===== config.mk =====
export PLATFORM = sky130hd
export DESIGN_NAME = se_stream_out
export DESIGN_NICKNAME = d
export VERILOG_FILES = /design/src/rtl/se_pkg.sv /design/src/rtl/se_order_check.sv /design/src/rtl/se_stream_out.sv
export SDC_FILE = /design/constraint.sdc
export NUM_CORES = 1
export LEC_CHECK = 0
export ABC_AREA = 1
export CORE_UTILIZATION = 45
export DETAILED_ROUTE_END_ITERATION = 12
export PLACE_DENSITY = 0.76
export SYNTH_ARGS = -nofsm -noshare
export SYNTH_HDL_FRONTEND = slang
export SYNTH_SLANG_ARGS = --single-unit

===== constraint.sdc =====
create_clock -name clk -period 1.8 [get_ports clk]
set_input_delay 0.36 -clock clk [delete_from_list [all_inputs] [get_ports clk]]
set_output_delay 0.36 -clock clk [all_outputs]
set_load 0.005 [all_outputs]

===== src/rtl/se_pkg.sv =====
// se_pkg: shared constants, FSM state encoding and index-width helper for the sorting engine.
package se_pkg;

   localparam int SE_DATAWIDTH   = 8;
   localparam int SE_ARRAYLENGTH = 10;

   localparam logic ST_IDLE   = 1'b0;
   localparam logic ST_STREAM = 1'b1;

   // Index width for n elements, never narrower than one bit.
   function automatic int se_idx_w(input int n);
      return (n <= 2) ? 1 : $clog2(n);
   endfunction

endpackage


===== src/rtl/se_order_check.sv =====
// se_order_check: sticky flag raised when a completed beat exceeds the previous beat of the same array.
module se_order_check #(
   parameter int DATAWIDTH = 8
) (
   input  logic                 clk,
   input  logic                 rst_n,
   input  logic                 clr,
   input  logic                 beat,
   input  logic                 first,
   input  logic [DATAWIDTH-1:0] data,
   output logic                 err
);

   logic [DATAWIDTH-1:0] prev_q, prev_d;
   logic                 err_q, err_d;
   logic                 viol;

   // A violation on the very beat that coincides with a new capture still gets reported.
   always_comb begin
      viol   = beat && !first && (data > prev_q);
      prev_d = beat ? data : prev_q;
      err_d  = (clr ? 1'b0 : err_q) | viol;
   end

   // Previous-element and flag registers.
   always_ff @(posedge clk or negedge rst_n) begin
      if (!rst_n) begin
         prev_q <= '0;
         err_q  <= 1'b0;
      end else begin
         prev_q <= prev_d;
         err_q  <= err_d;
      end
   end

   assign err = err_q;

endmodule


===== src/rtl/se_stream_out.sv =====
// se_stream_out: captures a sorted array on the rising edge of arr_valid and streams it one element per beat.
// Optional ordering check enabled by defining SE_STREAM_ORDER_CHECK_EN.
module se_stream_out
   import se_pkg::*;
#(
   parameter int DATAWIDTH   = SE_DATAWIDTH,
   parameter int ARRAYLENGTH = SE_ARRAYLENGTH,
   parameter int IDXW        = se_idx_w(ARRAYLENGTH)
) (
   input  logic                             clk,
   input  logic                             rst_n,
   input  logic                             arr_valid,
   input  logic [DATAWIDTH*ARRAYLENGTH-1:0] arr_data,
   output logic                             out_valid,
   input  logic                             out_ready,
   output logic [DATAWIDTH-1:0]             out_data,
   output logic [IDXW-1:0]                  out_index,
   output logic                             out_last,
   output logic                             busy,
   output logic                             overrun,
   output logic                             order_err
);

   localparam logic [IDXW-1:0] LAST_IDX = IDXW'(ARRAYLENGTH - 1);

   logic                                 state_q, state_d;
   logic [IDXW-1:0]                      idx_q, idx_d;
   logic [ARRAYLENGTH-1:0][DATAWIDTH-1:0] buf_q, buf_d;
   logic                                 vld_q;
   logic                                 overrun_q, overrun_d;
   logic                                 cap, beat, last_beat, load;

   // State, buffer, index, edge detector and overrun pulse registers.
   always_ff @(posedge clk or negedge rst_n) begin
      if (!rst_n) begin
         state_q   <= ST_IDLE;
         idx_q     <= '0;
         buf_q     <= '0;
         vld_q     <= 1'b0;
         overrun_q <= 1'b0;
      end else begin
         state_q   <= state_d;
         idx_q     <= idx_d;
         buf_q     <= buf_d;
         vld_q     <= arr_valid;
         overrun_q <= overrun_d;
      end
   end

   // Next state: a capture is accepted when idle or exactly on the final beat, otherwise it is dropped.
   always_comb begin
      cap       = arr_valid && !vld_q;
      beat      = (state_q == ST_STREAM) && out_ready;
      last_beat = beat && (idx_q == LAST_IDX);
      load      = cap && ((state_q == ST_IDLE) || last_beat);
      state_d   = load ? ST_STREAM : (last_beat ? ST_IDLE : state_q);
      buf_d     = load ? arr_data : buf_q;
      idx_d     = load ? '0 : ((beat && !last_beat) ? idx_q + 1'b1 : idx_q);
      overrun_d = cap && !load;
   end

   // Outputs are zeroed while idle so the stale index left by the last beat never shows.
   always_comb begin
      out_valid = (state_q == ST_STREAM);
      busy      = out_valid;
      out_data  = out_valid ? buf_q[idx_q] : '0;
      out_index = out_valid ? idx_q : '0;
      out_last  = out_valid && (idx_q == LAST_IDX);
      overrun   = overrun_q;
   end

`ifdef SE_STREAM_ORDER_CHECK_EN
   se_order_check #(
      .DATAWIDTH(DATAWIDTH)
   ) u_order_check (
      .clk   (clk),
      .rst_n (rst_n),
      .clr   (load),
      .beat  (beat),
      .first (idx_q == '0),
      .data  (out_data),
      .err   (order_err)
   );
`else
   assign order_err = 1'b0;
`endif

endmodule


Figure 1. Logic cells by family (run 1).
(4 px per um)
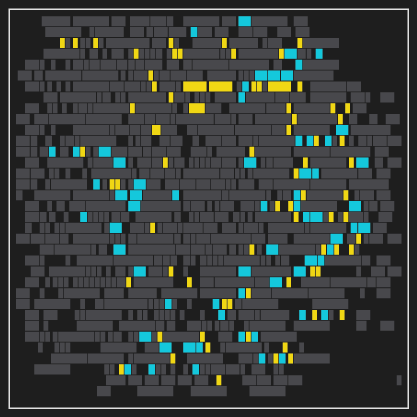
inverting AOI/OAI gates -> cyan  # cells 65
inverters -> yellow  # cells 73
proportion of cell area occupied by multi-input gates: 30.6%
number of cells in the finished layout apart from fillers: 829

Figure 2. Routing congestion (run 1).
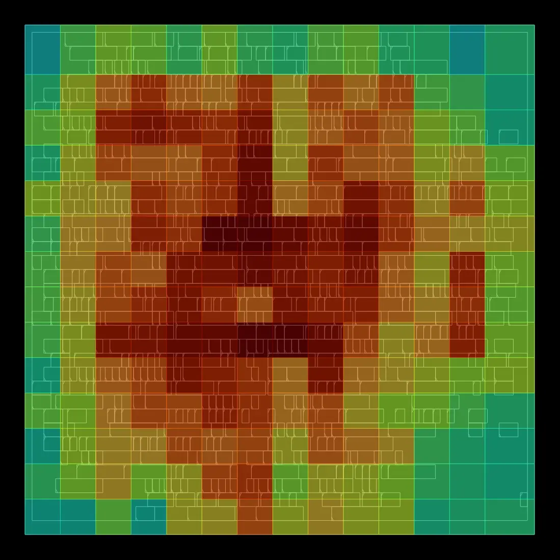
Most Used Layer, Global Route: met2
Core Util, Final: 74.2%
met2 demand-to-capacity share in global routing: 52.6%

Figure 3. The metal 2 layer (run 1).
(3 px per um) Cells faint in the background.
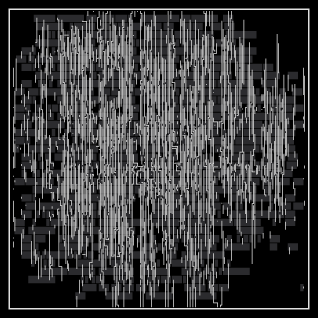
nets with wire on the layer = 691
share of all routed wire = 50%
wire length on this layer = 7,750 um

==> report_table.html, run 1 <==
<h3>Run summary</h3>
<table>
<tr><th>Metric</th><th>Value</th></tr>
<tr><th colspan="2">GRT</th></tr>
<tr><td>Overall overflow remaining after global route</td><td>0</td></tr>
<tr><td>Total track usage</td><td>a little over 30%</td></tr>
<tr><th colspan="2">Pwr</th></tr>
<tr><td>Design Power</td><td>between 10 and 15 mW</td></tr>
<tr><td>Switching power summed over all nets</td><td>between 4 and 5 mW</td></tr>
<tr><td>Combinational power</td><td>about 5.8 mW</td></tr>
<tr><td>Worst IR Drop VDD</td><td>0.810 mV</td></tr>
<tr><td>Heaviest power group</td><td>combinational logic</td></tr>
<tr><th colspan="2">Die</th></tr>
<tr><td>Vertical extent of the die</td><td>between 90 and 100 um</td></tr>
<tr><th colspan="2">Worst setup path</th></tr>
<tr><td>Critical path cell sequence</td><td>buf_6, inv_8, buf_8, nand2_1, nand3_1, nand3_2, nand3_2, a21oi_2, buf_2</td></tr>
<tr><th colspan="2">Hold path</th></tr>
<tr><td>Hold Path Cell Cnt</td><td>1</td></tr>
<tr><th colspan="2">Run status</th></tr>
<tr><td>Run status</td><td>finished, violations left</td></tr>
<tr><td>Violated checks</td><td>setup timing</td></tr>
<tr><th colspan="2">Finish</th></tr>
<tr><td>Share of layout cells above drive strength 1</td><td>28.3%</td></tr>
<tr><td>Area Overhead vs Synth</td><td>60.0%</td></tr>
<tr><th colspan="2">STA</th></tr>
<tr><td>Worst setup slack after layout</td><td>-0.384 ns</td></tr>
<tr><td>Total of endpoints with negative setup slack in the final report</td><td>78</td></tr>
<tr><td>Slew Limit Fails</td><td>0</td></tr>
<tr><th colspan="2">Logic synthesis</th></tr>
<tr><td>Proportion of synthesized chip area in sequential cells</td><td>51.0%</td></tr>
<tr><td>Yosys top cell by area</td><td>sky130_fd_sc_hd__dfrtp_1</td></tr>
<tr><th colspan="2">Drt</th></tr>
<tr><td>Average wire length per cell after detail routing</td><td>between 15 and 20 um</td></tr>
<tr><th colspan="2">Clock tree</th></tr>
<tr><td>Number of clock buffers inserted by TritonCTS</td><td>9</td></tr>
<tr><td>Clock tree from TritonCTS</td><td>yes</td></tr>
</table>
[run 1: sequential cells by signal, summed over array words and instances (netlist names)]
| signal | flops |
|---|---|
| buf_q | 80 |
| busy | 1 |
| idx_q | 4 |
| overrun | 1 |
| vld_q | 1 |
[run 1: per-layer routing]
layer  routed length (um)  vias to the layer above
li1                     -                     2051
met1                 5850                     2198
met2                 7750                      295
met3                 1330                       78
met4                  697                        0
met5                    0                        -
[run 1: cell type report]
| type | instances | area, sq um | area share [%] |
|---|---|---|---|
| Timing Repair Buffer | 156 | 1890 | 27.7 |
| Tap cell | 111 | 139 | 2.03 |
| Clock inverter | 4 | 70.1 | 1.03 |
| Sequential cell | 87 | 2180 | 32.0 |
| Multi-Input combinational cell | 386 | 2090 | 30.6 |
| Clock buffer | 12 | 135 | 1.98 |
| Timing Repair inverter | 2 | 32.5 | 0.477 |
| Inverter | 71 | 289 | 4.23 |
[run 1: worst max-delay path by stage]
stage | end | slack (ns) | cells after the start
finish | out_data[0] | -0.38 | 9
global placement | out_data[4] | -0.29 | 8
detailed placement | out_data[2] | -0.31 | 8
CTS | out_data[7] | -0.31 | 10
global route | out_data[0] | -0.42 | 9
floorplan | buf_q[64] | 0.1 | 13
[run 1: synthesized netlist by cell type]
master,count
sky130_fd_sc_hd__inv_1,65
sky130_fd_sc_hd__xor2_1,1
sky130_fd_sc_hd__nand2_2,1
sky130_fd_sc_hd__nor2_4,1
sky130_fd_sc_hd__conb_1,1
sky130_fd_sc_hd__o21ai_1,10
sky130_fd_sc_hd__ha_1,2
sky130_fd_sc_hd__a21oi_1,8
sky130_fd_sc_hd__dfrtp_1,87
sky130_fd_sc_hd__nand2_1,237
sky130_fd_sc_hd__buf_1,2
sky130_fd_sc_hd__clkinv_1,1
sky130_fd_sc_hd__clkbuf_1,11
sky130_fd_sc_hd__nand3_1,52
sky130_fd_sc_hd__nor3_2,1
sky130_fd_sc_hd__inv_2,5
sky130_fd_sc_hd__buf_2,12
sky130_fd_sc_hd__nand3b_1,1
sky130_fd_sc_hd__buf_6,4
sky130_fd_sc_hd__nor2_1,24
sky130_fd_sc_hd__o21ai_0,47
sky130_fd_sc_hd__buf_4,4
[run 1: timing repair]
item | in CTS | in global routing
gates cloned | 16 | 1
endpoints found under the setup margin | 97 | 98
hold buffers | 1 | 0
pin swaps | 16 | 26
gates resized | 136 | 114
hold endpoints to repair | 34 | 0
buffers inserted | 14 | 2
[run 1: stage by stage]
stage / cells / hold WS (ns) / TNS [ns]
after detailed placement: 781 / 0.352 / -8.88
after global routing: 829 / 0.465 / -14.12
after global placement: 781 / 0.348 / -7.43
final: 829 / 0.447 / -9.94
after CTS: 828 / 0.463 / -14.36
after floorplan: 577 / 0.0644 / 0
[run 1: cell families after synthesis]
kind of cell	after synthesis	share of synthesized area [%]
AND/OR/NAND/NOR	317	29.9
buffers and inverters	104	10.6
flip-flops	87	51.0
AND-OR/OR-AND	65	7.63
adder cells (fa/ha/maj)	2	0.587
XOR/XNOR	1	0.205
other	1	0.0879
[run 1: critical path, delay by kind of cell, from the launching register on]
kind                   cells  cell delay (ns)
AND-OR/OR-AND              1             0.15
AND/OR/NAND/NOR            4             0.40
buffers and inverters      4             0.45
flip-flops                 1             0.45
==> run 2, diff against run 1 <==
- CORE_MARGIN: default -> 8
- REMOVE_ABC_BUFFERS: default -> 1
Figure 4. Routing congestion (run 2).
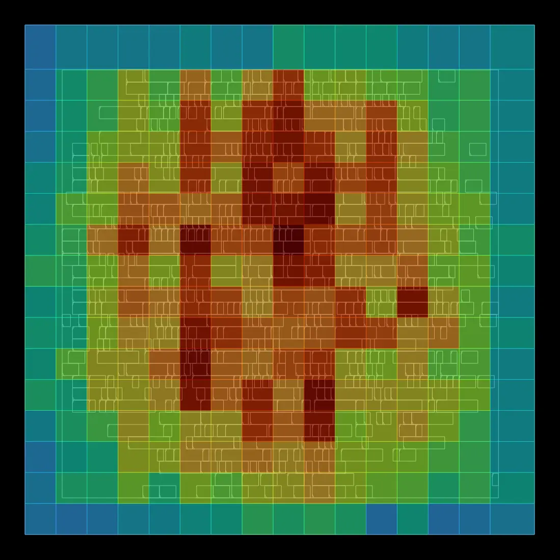
average wire length per cell after detail routing: 15.8 um
met1 Usage GRT: 23.4%
Core Util, Final: 66.9%

==> run 2 against run 1 <==
  * The run still ends with setup timing left
  * Global-route usage decreased by 12 points
  * Fmax increased by 3.4%
  * Critical path type unchanged
  * Area after synthesis unchanged
==> report_table.html, run 2 <==
<h3>Run summary</h3>
<table>
<tr><th>Metric</th><th>Value</th></tr>
<tr><th colspan="2">Run status</th></tr>
<tr><td>Run status</td><td>finished, violations left (unchanged)</td></tr>
<tr><td>Violated checks</td><td>setup timing (unchanged)</td></tr>
<tr><th colspan="2">Pwr</th></tr>
<tr><td>PwrDens</td><td>1480 nW/um^2 (was 1560 nW/um^2)</td></tr>
<tr><td>Design Power</td><td>9.14 mW (was 10.6 mW)</td></tr>
<tr><th colspan="2">Clock tree</th></tr>
<tr><td>Clock tree from TritonCTS</td><td>yes (unchanged)</td></tr>
<tr><td>Number of clock buffers inserted by TritonCTS</td><td>9 (unchanged)</td></tr>
<tr><td>Clock Root Buffer</td><td>sky130_fd_sc_hd__clkbuf_8 (unchanged)</td></tr>
<tr><th colspan="2">Logic synthesis</th></tr>
<tr><td>Netlist area before placement</td><td>4270 sq um (unchanged)</td></tr>
<tr><td>Number of enable-type register cells in the synthesized netlist</td><td>0 (unchanged)</td></tr>
<tr><td>Synth Flop Type</td><td>sky130_fd_sc_hd__dfrtp_1 (unchanged)</td></tr>
<tr><td>Number of cells in Yosys stat</td><td>577 (unchanged)</td></tr>
<tr><td>Fraction of synthesis flops using an asynchronous set or reset pin</td><td>100% (unchanged)</td></tr>
<tr><td>Top-count cell post-synth</td><td>sky130_fd_sc_hd__nand2_1 (unchanged)</td></tr>
<tr><td>Commonest cells post-synth</td><td>sky130_fd_sc_hd__nand2_1 (237), sky130_fd_sc_hd__dfrtp_1 (87), sky130_fd_sc_hd__inv_1 (65), sky130_fd_sc_hd__nand3_1 (52), sky130_fd_sc_hd__o21ai_0 (47) (unchanged)</td></tr>
<tr><td>Yosys top cell by area</td><td>sky130_fd_sc_hd__dfrtp_1 (unchanged)</td></tr>
<tr><th colspan="2">Drt</th></tr>
<tr><td>Met3 layer wire length in the routed design</td><td>664 um (was 1330 um)</td></tr>
<tr><td>Top Layer Used</td><td>met4 (unchanged)</td></tr>
<tr><td>DR WL met2</td><td>6740 um (was 7750 um)</td></tr>
<tr><td>Post-Route M1 WL</td><td>5560 um (was 5850 um)</td></tr>
<tr><th colspan="2">STA</th></tr>
<tr><td>Worst setup slack after layout</td><td>-0.314 ns (was -0.384 ns)</td></tr>
<tr><td>Total of endpoints with negative setup slack in the final report</td><td>94 (was 78)</td></tr>
<tr><td>Slew Limit Fails</td><td>0 (unchanged)</td></tr>
<tr><td>Summed negative setup slack over all endpoints</td><td>-16.69 ns (was -9.94 ns)</td></tr>
<tr><th colspan="2">Finish</th></tr>
<tr><td>Max FFs per register</td><td>80 (unchanged)</td></tr>
<tr><td>Register with the most flip-flops</td><td>buf_q (unchanged)</td></tr>
<tr><td>Share of layout cells above drive strength 1</td><td>16.4% (was 28.3%)</td></tr>
<tr><td>Largest registers</td><td>buf_q x80, idx_q x4 (unchanged)</td></tr>
<tr><td>Area Overhead vs Synth</td><td>45.0% (was 60.0%)</td></tr>
<tr><th colspan="2">GRT</th></tr>
<tr><td>Total track usage</td><td>18.7% (was 30.5%)</td></tr>
<tr><td>Overall overflow remaining after global route</td><td>0 (unchanged)</td></tr>
<tr><th colspan="2">Die</th></tr>
<tr><td>Vertical extent of the die</td><td>113 um (was 99.4 um)</td></tr>
<tr><td>Chip footprint</td><td>12,800 sq um (was 9870 sq um)</td></tr>
<tr><th colspan="2">Worst setup path</th></tr>
<tr><td>Origin of the critical flop-to-flop path</td><td>idx_q[0] (unchanged)</td></tr>
<tr><th colspan="2">Place</th></tr>
<tr><td>Placed Cells</td><td>797 (was 781)</td></tr>
<tr><th colspan="2">Hold path</th></tr>
<tr><td>Hold Path Cell Cnt</td><td>2 (was 1)</td></tr>
</table>
Figure 5. Logic cells by family (run 2).
(4 px per um)
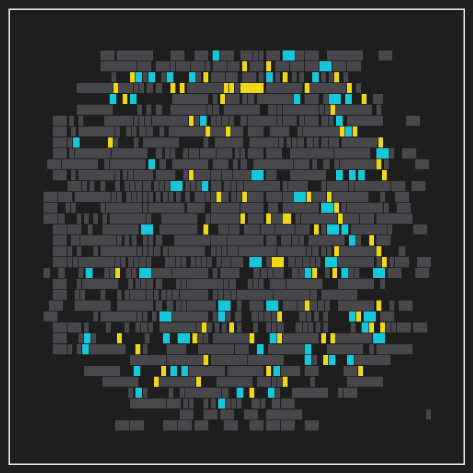
inverting AOI/OAI gates -> cyan  # cells 65
inverters -> yellow  # cells 71
proportion of cell area occupied by multi-input gates: 28.7%
number of cells in the finished layout apart from fillers: 835
most frequent logic cell in the layout: sky130_fd_sc_hd__nand2_1

[run 2: cell count changes in the layout (fill, tap and decap cells not counted), sizes merged]
cell,before,now
bufinv,2,1
dlygate4sd2,2,4
dlymetal6s2s,1,0
bufbuf,1,0
buf,64,50
clkdlybuf4s50,85,86
clkbuf,14,16
[run 2: timing repair]
| item | 4_1_cts | 5_1_grt |
|---|---|---|
| gates resized | 65 | 68 |
| pin swaps | 9 | 4 |
| hold buffers | 1 | 0 |
| buffers inserted | 6 | 6 |
| endpoints found under the setup margin | 67 | 93 |
| gates cloned | 1 | 9 |
| hold endpoints to repair | 28 | 0 |
[run 2: cell families (layout without fill, tap and decap cells)]
logic type	count (synthesis)	count (layout)	share of synthesized area [%]
DFF	87	87	51.0
xor gates and xnor gates	1	1	0.205
other	1	1	0.0879
buffers and inverters	104	233	10.6
and+or+nand+nor	317	317	29.9
adders and majority gates	2	2	0.587
AOI/OAI and AO/OA	65	65	7.63
[run 2: how the worst max path moves through the flow]
stage | slack [ns] | from | endpoint
after floorplan | -1.48 | idx_q[0] | buf_q[10]
after global placement | -0.24 | idx_q[0] | out_data[1]
after detailed placement | -0.28 | idx_q[0] | out_data[6]
after CTS | -0.25 | idx_q[0] | out_data[6]
after global routing | -0.39 | idx_q[0] | out_data[2]
final | -0.31 | idx_q[0] | out_data[2]
[run 2: report_power, final]
group / switching [mW] / total, mW / internal, mW
logic: 2.53 / 4.55 / 2.02
registers: 0.407 / 3.28 / 2.88
clock network: 0.679 / 1.30 / 0.626
total: 3.62 / 9.14 / 5.53
[run 2: worst max-delay path, stage by stage (launching register included)]
cell and delay, ns:
sky130_fd_sc_hd__dfrtp_2 0.47, sky130_fd_sc_hd__inv_2 0.09, sky130_fd_sc_hd__buf_4 0.17, sky130_fd_sc_hd__nand2_1 0.07, sky130_fd_sc_hd__nand3_1 0.07, sky130_fd_sc_hd__nand3_1 0.10
sky130_fd_sc_hd__nand3_1 0.13, sky130_fd_sc_hd__a21oi_2 0.17, sky130_fd_sc_hd__buf_2 0.14
[run 2: metrics by stage]
step	cell area (sq um)	util (%)	hold WS, ns
after floorplan	4080	-	0.0644
after global placement	5480	59.4	0.320
after detailed placement	5480	59.4	0.326
after CTS	5770	62.5	0.486
after global routing	6190	66.9	0.504
final	6190	66.9	0.485
[run 2: final cells by class]
class / count / area [sq um]
fillers: 722 / 3050
flip-flops and latches: 87 / 2180
multi-input cells: 386 / 1780
repair buffers: 147 / 1600
inverters: 71 / 287
well taps: 129 / 161
clock buffers: 10 / 128
clock inverters: 5 / 50.0
[run 2: routing by layer]
layer / GRT usage (%) / up-vias
li1: - / 2015
met2: 31.7 / 160
met1: 23.4 / 1968
met4: 7.37 / 0
met5: 0 / -
met3: 2.82 / 18
==> run 3, diff against run 2 <==
- CORE_MARGIN: 8 -> 2
- CORE_UTILIZATION: 45 -> 40
- PLACE_DENSITY: 0.76 -> 0.66
- clock period: 1.8 -> 2.63 ns (I/O delays scaled with it)
Figure 6. The metal 2 layer (run 3).
(2 px per um) Cells faint in the background.
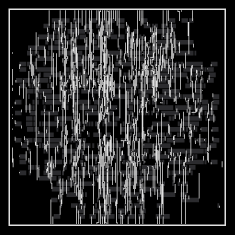
share of all routed wire = 45%
wire length on this layer = 4,600 um
Routed WL: 10,300 um
total via count after detailed routing: 3,735

==> run 3 against run 2 <==
  * Critical endpoint is now out_data[0]
  * Largest power group unchanged
  * Combinational power is 41% lower
  * The flow now finishes without violations
  * Register-to-register slack improved by 0.91 ns
  * Final cell count decreased by 2.2%
  * Power fell by 36%
==> report_table.html, run 3 <==
<h3>Run summary</h3>
<table>
<tr><th>Metric</th><th>Value</th></tr>
<tr><th colspan="2">Run status</th></tr>
<tr><td>Run status</td><td>finished, final reports clean (was finished, violations left)</td></tr>
<tr><th colspan="2">Logic synthesis</th></tr>
<tr><td>Adder-cell share of the synthesized area</td><td>0.587% (unchanged)</td></tr>
<tr><td>Number of cells in Yosys stat</td><td>577 (unchanged)</td></tr>
<tr><td>Area fraction in mux cells</td><td>0% (unchanged)</td></tr>
<tr><td>Commonest cells post-synth</td><td>sky130_fd_sc_hd__nand2_1 (237), sky130_fd_sc_hd__dfrtp_1 (87), sky130_fd_sc_hd__inv_1 (65), sky130_fd_sc_hd__nand3_1 (52), sky130_fd_sc_hd__o21ai_0 (47) (unchanged)</td></tr>
<tr><td>Synth Area in Simple Gates</td><td>29.9% (unchanged)</td></tr>
<tr><td>Fraction of synthesis flops using an asynchronous set or reset pin</td><td>100% (unchanged)</td></tr>
<tr><td>Proportion of synthesized chip area in sequential cells</td><td>51.0% (unchanged)</td></tr>
<tr><td>Yosys top cell by area</td><td>sky130_fd_sc_hd__dfrtp_1 (unchanged)</td></tr>
<tr><th colspan="2">STA</th></tr>
<tr><td>Summed negative setup slack over all endpoints</td><td>0 ns (was -16.69 ns)</td></tr>
<tr><td>Total of endpoints with negative setup slack in the final report</td><td>0 (was 94)</td></tr>
<tr><th colspan="2">Worst setup path</th></tr>
<tr><td>Origin of the critical flop-to-flop path</td><td>idx_q[0] (unchanged)</td></tr>
<tr><td>Dominant delay contributor by cell family on the critical path</td><td>buffers and inverters (was flip-flops)</td></tr>
<tr><td>CP peak stage delay</td><td>0.52 ns (was 0.47 ns)</td></tr>
<tr><th colspan="2">Finish</th></tr>
<tr><td>Share of layout cells above drive strength 1</td><td>7.78% (was 16.4%)</td></tr>
<tr><td>Most frequent logic cell in the layout</td><td>sky130_fd_sc_hd__nand2_1 (unchanged)</td></tr>
<tr><td>Register with the most flip-flops</td><td>buf_q (unchanged)</td></tr>
<tr><th colspan="2">Pwr</th></tr>
<tr><td>PwrDens</td><td>1020 nW/um^2 (was 1480 nW/um^2)</td></tr>
<tr><th colspan="2">GRT</th></tr>
<tr><td>Overall overflow remaining after global route</td><td>0 (unchanged)</td></tr>
<tr><th colspan="2">Die</th></tr>
<tr><td>Chip footprint</td><td>11,500 sq um (was 12,800 sq um)</td></tr>
</table>
Figure 7. Routing congestion (run 3).
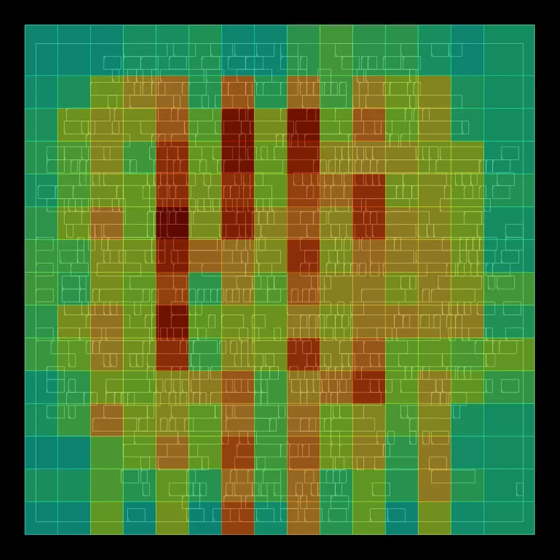
total track usage: 19.0%
met3 track demand over resource: 2.78%
Core Util, Final: 55.3%
average wire length per cell after detail routing: 12.6 um
met1 Usage GRT: 27.3%

-- run 3: cell counts after synthesis --
Identical to the previous run, type by type.
-- run 3: how the worst max path moves through the flow --
stage                   from  cells after the start     endpoint
floorplan           idx_q[0]                      8    buf_q[10]
global placement    idx_q[1]                      6  out_data[7]
detailed placement  idx_q[1]                      6  out_data[1]
CTS                 idx_q[1]                      7  out_data[1]
global route        idx_q[0]                      8  out_data[0]
finish              idx_q[0]                      8  out_data[0]
-- run 3: layer usage --
metal	routed length, um	vias to the layer above	GRT usage (%)	part of all wire, %
li1	-	1955	-	-
met1	5050	1669	27.3	49
met2	4600	95	29.4	45
met3	469	16	2.78	4.5
met4	200	0	6.96	1.9
met5	0	-	0	0
-- run 3: cell type report --
type                            instances  area (sq um)
Fill cell                             947          4610
Sequential cell                        87          2180
Multi-Input combinational cell        386          1660
Timing Repair Buffer                  121          1230
Inverter                               71           268
Tap cell                              136           170
Clock buffer                           12           145
Clock inverter                          4          55.1
-- run 3: report_power, final --
part           switching (mW)  leakage, nW  internal (mW)  total, mW
clock                   0.469       0.0968          0.469      0.938
sequential              0.253         1.01           1.97       2.22
combinational            1.48         1.75           1.21       2.69
total                    2.20         2.86           3.65       5.85
-- run 3: timing repair --
| action | 4_1_cts | 5_1_grt |
|---|---|---|
| setup endpoints to repair | 8 | 9 |
| setup buffers | 2 | 5 |
| gates cloned | 0 | 0 |
| endpoints found under the hold margin | 0 | 0 |
| resized | 2 | 13 |
-- run 3: logic make-up after synthesis --
logic type	count (synthesis)
buf+inv	104
fa+ha+maj	2
flops	87
other cells	1
xor+xnor	1
simple gates	317
compound gates	65

==> layout pictures side by side <==
The metal 3 layer.
(2 px per um)
panel A
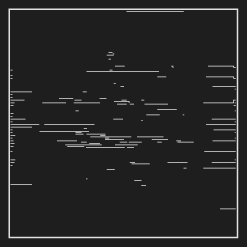
panel B
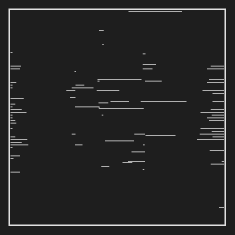
Panel B comes from run 3.
Panel A comes from run 2.

Power and IR drop assume default switching activity.
